Fig. 1: the clock network
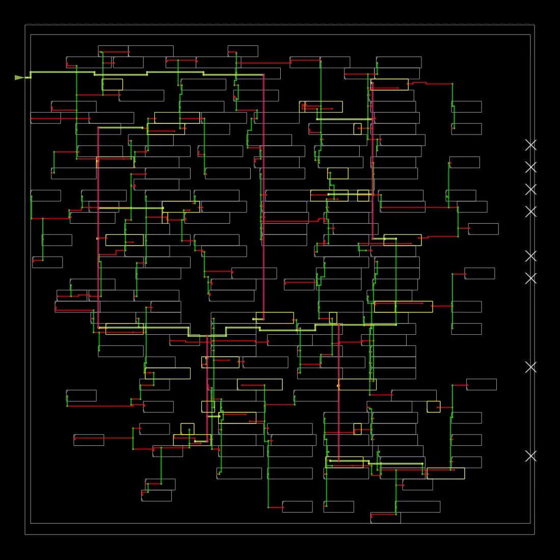
Fig. 2: gate families picked out
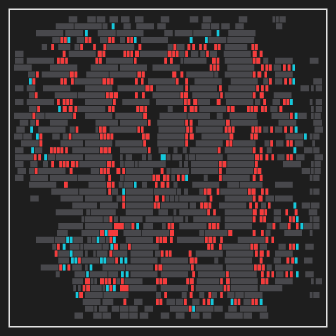
Fig. 3: PDN straps and rails
Pins as bars on the die edge.
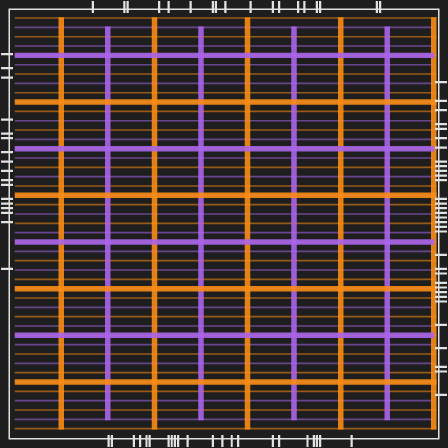
Fig. 4: M1 wires
Supply wires on this layer in gray.
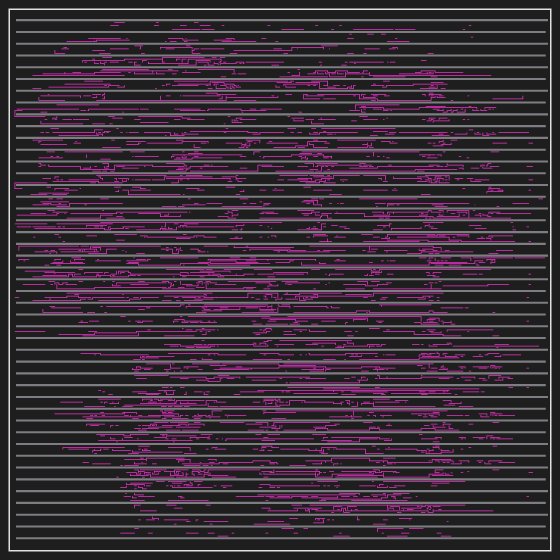
[src/rtl/elastic_fifo_if.sv]
// Valid/ready stream bundle for elastic_fifo: producer side (in_*) and
// consumer side (out_*). The FIFO uses the slave modport; the environment
// driving and consuming the stream uses master.
interface elastic_fifo_if #(
  parameter int DATA_WIDTH = 32
);
  logic                  in_valid_i;
  logic                  in_ready_o;
  logic [DATA_WIDTH-1:0] in_data_i;
  logic                  out_valid_o;
  logic                  out_ready_i;
  logic [DATA_WIDTH-1:0] out_data_o;

  modport slave (
    input  in_valid_i, in_data_i, out_ready_i,
    output in_ready_o, out_valid_o, out_data_o
  );

  modport master (
    output in_valid_i, in_data_i, out_ready_i,
    input  in_ready_o, out_valid_o, out_data_o
  );
endinterface

[src/rtl/elastic_fifo.sv]
// DEPTH-entry valid/ready elastic FIFO with optional registered output stage,
// synchronous flush and occupancy reporting. in_ready_o and out_valid_o come
// only from registered state, so neither handshake side sees a combinational
// path from the other.
// Optional macro ELASTIC_FIFO_STATS_EN: enables the saturating 16-bit
// consumer-stall counter on out_stall_cnt_o (tied to zero otherwise).
module elastic_fifo #(
  parameter int DATA_WIDTH = 32,
  parameter int DEPTH      = 4,
  parameter int REG_OUTPUT = 1,
  parameter int CNT_W      = $clog2(DEPTH + 2)
) (
  input  logic             clk,
  input  logic             rst,
  input  logic             flush_i,
  elastic_fifo_if.slave    bus,
  output logic [CNT_W-1:0] count_o,
  output logic [15:0]      out_stall_cnt_o
);

  localparam int PTR_W = $clog2(DEPTH);
  localparam int CAP   = DEPTH + REG_OUTPUT;

  logic [DATA_WIDTH-1:0] mem_q [DEPTH];
  logic [PTR_W-1:0]      wr_ptr_q, wr_ptr_d;
  logic [PTR_W-1:0]      rd_ptr_q, rd_ptr_d;
  logic [CNT_W-1:0]      ram_cnt_q, ram_cnt_d;
  logic [CNT_W-1:0]      count_d;
  logic                  in_ready_q, in_ready_d;

  logic                  push;
  logic                  pop;
  logic                  ram_wr;
  logic                  ram_rd;
  logic                  out_valid;
  logic [DATA_WIDTH-1:0] out_data;
  logic                  oreg_vld;
  logic                  oreg_vld_d;

  assign push = bus.in_valid_i & in_ready_q;
  assign pop  = out_valid & bus.out_ready_i;

  if (REG_OUTPUT != 0) begin : g_oreg
    logic                  oreg_vld_q;
    logic [DATA_WIDTH-1:0] oreg_data_q, oreg_data_d;
    logic                  oreg_free;
    logic                  bypass;

    // Output-stage steering: refill from RAM head when free, or take the
    // incoming item directly when the RAM is empty.
    always_comb begin
      oreg_free   = ~oreg_vld_q | pop;
      ram_rd      = oreg_free & (ram_cnt_q != '0);
      bypass      = oreg_free & (ram_cnt_q == '0) & push;
      ram_wr      = push & ~bypass;
      oreg_vld_d  = oreg_vld_q;
      oreg_data_d = oreg_data_q;
      if (ram_rd) begin
        oreg_vld_d  = 1'b1;
        oreg_data_d = mem_q[rd_ptr_q];
      end else if (bypass) begin
        oreg_vld_d  = 1'b1;
        oreg_data_d = bus.in_data_i;
      end else if (oreg_free) begin
        oreg_vld_d  = 1'b0;
      end
      if (flush_i) begin
        oreg_vld_d = 1'b0;
      end
    end

    // Output register; data cleared on reset so nothing X reaches consumers.
    always_ff @(posedge clk) begin
      if (rst) begin
        oreg_vld_q  <= 1'b0;
        oreg_data_q <= '0;
      end else begin
        oreg_vld_q  <= oreg_vld_d;
        oreg_data_q <= oreg_data_d;
      end
    end

    assign oreg_vld  = oreg_vld_q;
    assign out_valid = oreg_vld_q;
    assign out_data  = oreg_data_q;
  end else begin : g_noreg
    assign ram_rd     = pop;
    assign ram_wr     = push;
    assign oreg_vld   = 1'b0;
    assign oreg_vld_d = 1'b0;
    assign out_valid  = (ram_cnt_q != '0);
    assign out_data   = mem_q[rd_ptr_q];
  end

  // Pointer/occupancy next state; flush discards this cycle's handshakes.
  always_comb begin
    wr_ptr_d  = wr_ptr_q;
    rd_ptr_d  = rd_ptr_q;
    ram_cnt_d = ram_cnt_q;
    if (flush_i) begin
      wr_ptr_d  = '0;
      rd_ptr_d  = '0;
      ram_cnt_d = '0;
    end else begin
      if (ram_wr) begin
        wr_ptr_d = wr_ptr_q + PTR_W'(1);
      end
      if (ram_rd) begin
        rd_ptr_d = rd_ptr_q + PTR_W'(1);
      end
      ram_cnt_d = ram_cnt_q + CNT_W'(ram_wr) - CNT_W'(ram_rd);
    end
    count_d    = ram_cnt_d + CNT_W'(oreg_vld_d);
    in_ready_d = (count_d < CNT_W'(CAP));
  end

  // Control state registers.
  always_ff @(posedge clk) begin
    if (rst) begin
      wr_ptr_q   <= '0;
      rd_ptr_q   <= '0;
      ram_cnt_q  <= '0;
      in_ready_q <= 1'b1;
    end else begin
      wr_ptr_q   <= wr_ptr_d;
      rd_ptr_q   <= rd_ptr_d;
      ram_cnt_q  <= ram_cnt_d;
      in_ready_q <= in_ready_d;
    end
  end

  // Storage array; left unreset so it can map onto RAM.
  always_ff @(posedge clk) begin
    if (ram_wr && !flush_i) begin
      mem_q[wr_ptr_q] <= bus.in_data_i;
    end
  end

`ifdef ELASTIC_FIFO_STATS_EN
  logic [15:0] stall_cnt_q, stall_cnt_d;

  // Saturating count of edges where the consumer held off a valid item.
  always_comb begin
    stall_cnt_d = stall_cnt_q;
    if (out_valid && !bus.out_ready_i && (stall_cnt_q != '1)) begin
      stall_cnt_d = stall_cnt_q + 16'd1;
    end
  end

  // Stall counter register; only reset clears it, flush does not.
  always_ff @(posedge clk) begin
    if (rst) begin
      stall_cnt_q <= '0;
    end else begin
      stall_cnt_q <= stall_cnt_d;
    end
  end

  assign out_stall_cnt_o = stall_cnt_q;
`else
  assign out_stall_cnt_o = '0;
`endif

  assign bus.in_ready_o  = in_ready_q;
  assign bus.out_valid_o = out_valid;
  assign bus.out_data_o  = out_data;
  assign count_o         = ram_cnt_q + CNT_W'(oreg_vld);

endmodule
[src/flat_wrapper.sv]
// flat-port wrapper written by rule: the top's interface ports become plain ports
module elastic_fifo_flat 
#(
  parameter int DATA_WIDTH = 32,
  parameter int DEPTH      = 4,
  parameter int REG_OUTPUT = 1,
  parameter int CNT_W      = $clog2(DEPTH + 2)
)
  (clk, rst, flush_i, count_o, out_stall_cnt_o, bus_in_valid_i, bus_in_data_i, bus_out_ready_i, bus_in_ready_o, bus_out_valid_o, bus_out_data_o);
  elastic_fifo_if #(.DATA_WIDTH(DATA_WIDTH)) bus_i ();
  input  logic clk;
  input  logic rst;
  input  logic flush_i;
  output logic [CNT_W-1:0] count_o;
  output logic [15:0] out_stall_cnt_o;
  input wire logic [$bits(bus_i.in_valid_i)-1:0] bus_in_valid_i;
  input wire logic [$bits(bus_i.in_data_i)-1:0] bus_in_data_i;
  input wire logic [$bits(bus_i.out_ready_i)-1:0] bus_out_ready_i;
  output wire logic [$bits(bus_i.in_ready_o)-1:0] bus_in_ready_o;
  output wire logic [$bits(bus_i.out_valid_o)-1:0] bus_out_valid_o;
  output wire logic [$bits(bus_i.out_data_o)-1:0] bus_out_data_o;
  assign bus_i.in_valid_i = bus_in_valid_i;
  assign bus_i.in_data_i = bus_in_data_i;
  assign bus_i.out_ready_i = bus_out_ready_i;
  assign bus_in_ready_o = bus_i.in_ready_o;
  assign bus_out_valid_o = bus_i.out_valid_o;
  assign bus_out_data_o = bus_i.out_data_o;
  elastic_fifo #(.DATA_WIDTH(DATA_WIDTH), .DEPTH(DEPTH), .REG_OUTPUT(REG_OUTPUT), .CNT_W(CNT_W)) u_core (.clk(clk), .rst(rst), .flush_i(flush_i), .bus(bus_i), .count_o(count_o), .out_stall_cnt_o(out_stall_cnt_o));
endmodule
[config.mk]
export PLATFORM = sky130hd
export DESIGN_NAME = elastic_fifo_flat
export DESIGN_NICKNAME = d
export VERILOG_FILES = /design/src/rtl/elastic_fifo_if.sv /design/src/rtl/elastic_fifo.sv /design/src/flat_wrapper.sv
export SDC_FILE = /design/constraint.sdc
export NUM_CORES = 1
export LEC_CHECK = 0
export ABC_AREA = 1
export CORE_UTILIZATION = 50
export DETAILED_ROUTE_END_ITERATION = 10
export GPL_TIMING_DRIVEN = 0
export PLACE_DENSITY = 0.76
export SYNTH_ARGS = -nofsm -noshare
export SYNTH_HDL_FRONTEND = slang
export SYNTH_SLANG_ARGS = --single-unit
[constraint.sdc]
create_clock -name clk -period 2.88 [get_ports clk]
set_clock_uncertainty 0.05 [all_clocks]
set_input_delay 0.576 -clock clk [delete_from_list [all_inputs] [get_ports clk]]
set_output_delay 0.576 -clock clk [all_outputs]
set_load 0.01 [all_outputs]
==> flow_metrics.env <==
# implementation run metrics
export IMPL_status="finished with violations"
export IMPL_violations="design-rule violations"
export IMPL_cp_data_arrival_time_ns=3.04
export IMPL_min_period_ns=2.776
export IMPL_fin_nets=917
export IMPL_yosys_cells=758
export IMPL_grt_pass1_vias=4902
export IMPL_power_w=0.009394
export IMPL_powerDensity_nw_per_um2=1008
export IMPL_ctsResizeCount=1
export IMPL_reg2reg_depth=13
export IMPL_startpoint_type="input port"
export IMPL_pg_comb_w=0.00393
export IMPL_slew_viol_final=0
export IMPL_comb_area_sq_um=2364
export IMPL_logic_gates=494
export IMPL_fp_util_pct=51.44
export IMPL_clock_path_buffers=2
export IMPL_ys_area_sq_um=7533
export IMPL_core_sq_um=14640
export IMPL_nonClkBufAreaFrac_pct=12.77
export IMPL_antenna_found_initial=0
export IMPL_warnings=30
export IMPL_crit_path_frequent_cell="nor2_1"
export IMPL_cts_hold_buf=0
export IMPL_cts_root_buf="clkbuf_16"
export IMPL_cts_sinks=171
export IMPL_fmax_ghz=0.3603
export IMPL_dr_pass1_iters=8
export IMPL_rsz0062_at_grt="false"
export IMPL_htree_levels=4
export IMPL_clkTransAtPathRegs_ns=0.06
export IMPL_critPathKind="input port to flop"
export IMPL_synthesis_area_sq_um=7533
export IMPL_crit_cells=14
export IMPL_io_buffer_count=73
export IMPL_drc=16
export IMPL_overflow=0
export IMPL_syn_area_per_cell_sq_um=9.939
export IMPL_p_leak_nw=3.797
export IMPL_worstReg2RegEnd="u_core.bus.in_ready_o"
export IMPL_relSlewSlack_pct=57.69
export IMPL_setup_ws_ns=0.1045
export IMPL_synth_cells=758
export IMPL_maxCapViolCount=0
export IMPL_pg_clk_w=0.00234
export IMPL_ios=90
export IMPL_crit_chain="clkdlybuf4s50_1, nor2_1, a21oi_4, buf_6, nand2_1, o21ai_0, ha_1, inv_1, fa_1, nor2_1, ha_1, nor2_1, nor2_1, nand3_1"
export IMPL_final_util_pct=63.63
export IMPL_synthFlopType="edfxtp_1"
About Fig. 1:
CLK BUF: 22
Late-Pin Clk Latency: 0.43 ns
TritonCTS buffer count: 17

About Fig. 2:
legend:
  cyan:
    family: inv cells
    cells: 57
    where: all over the die
  red:
    family: nand cells
    cells: 376
    where: all over the die
combinational share of cell area: 25.37%
Layout Cells excl Fill: 1067

About Fig. 3:
legend:
  orange:
    net: VSS
  purple:
    net: VDD
met1 rails: 45
rows: 44
met5 straps: 8
VDD IR max: 549.7 uV
DIE WIDTH: 124.7 um

About Fig. 4:
longest straight run: 44.2 um
nets with wire on the layer: 826
share of all routed wire: 42%
wire length on this layer: 6660 um
Via Count: 5280
routing usage on met1: 26.20%
drt total wl: 15.99 mm

## cells by family (layout without fill, tap and decap cells)
logic type | Yosys count | in the layout | synth area share, %
flops | 171 | 171 | 62.45
other cells | 1 | 16 | 0.04978
simple gates | 427 | 427 | 23.97
xor+xnor | 1 | 1 | 0.1163
fa+ha+maj | 10 | 10 | 1.761
buf+inv | 108 | 218 | 7.324
compound gates | 40 | 40 | 4.335
## metal layers
layer	share of wire [%]	global-route usage, %
met3	6.8	5.198
met1	42	26.20
met2	50	36.78
met4	1.5	8.642
met5	0	0
## registers in the layout (all words and copies together), names as in the netlist, named ones only
signal and cells:
u_core.bus.in_ready_o 1, u_core.bus.out_valid_o 1, u_core.ram_cnt_q 3, u_core.rd_ptr_q 2
u_core.wr_ptr_q 2, u_core.bus.out_data_o 32, u_core.mem_q 128
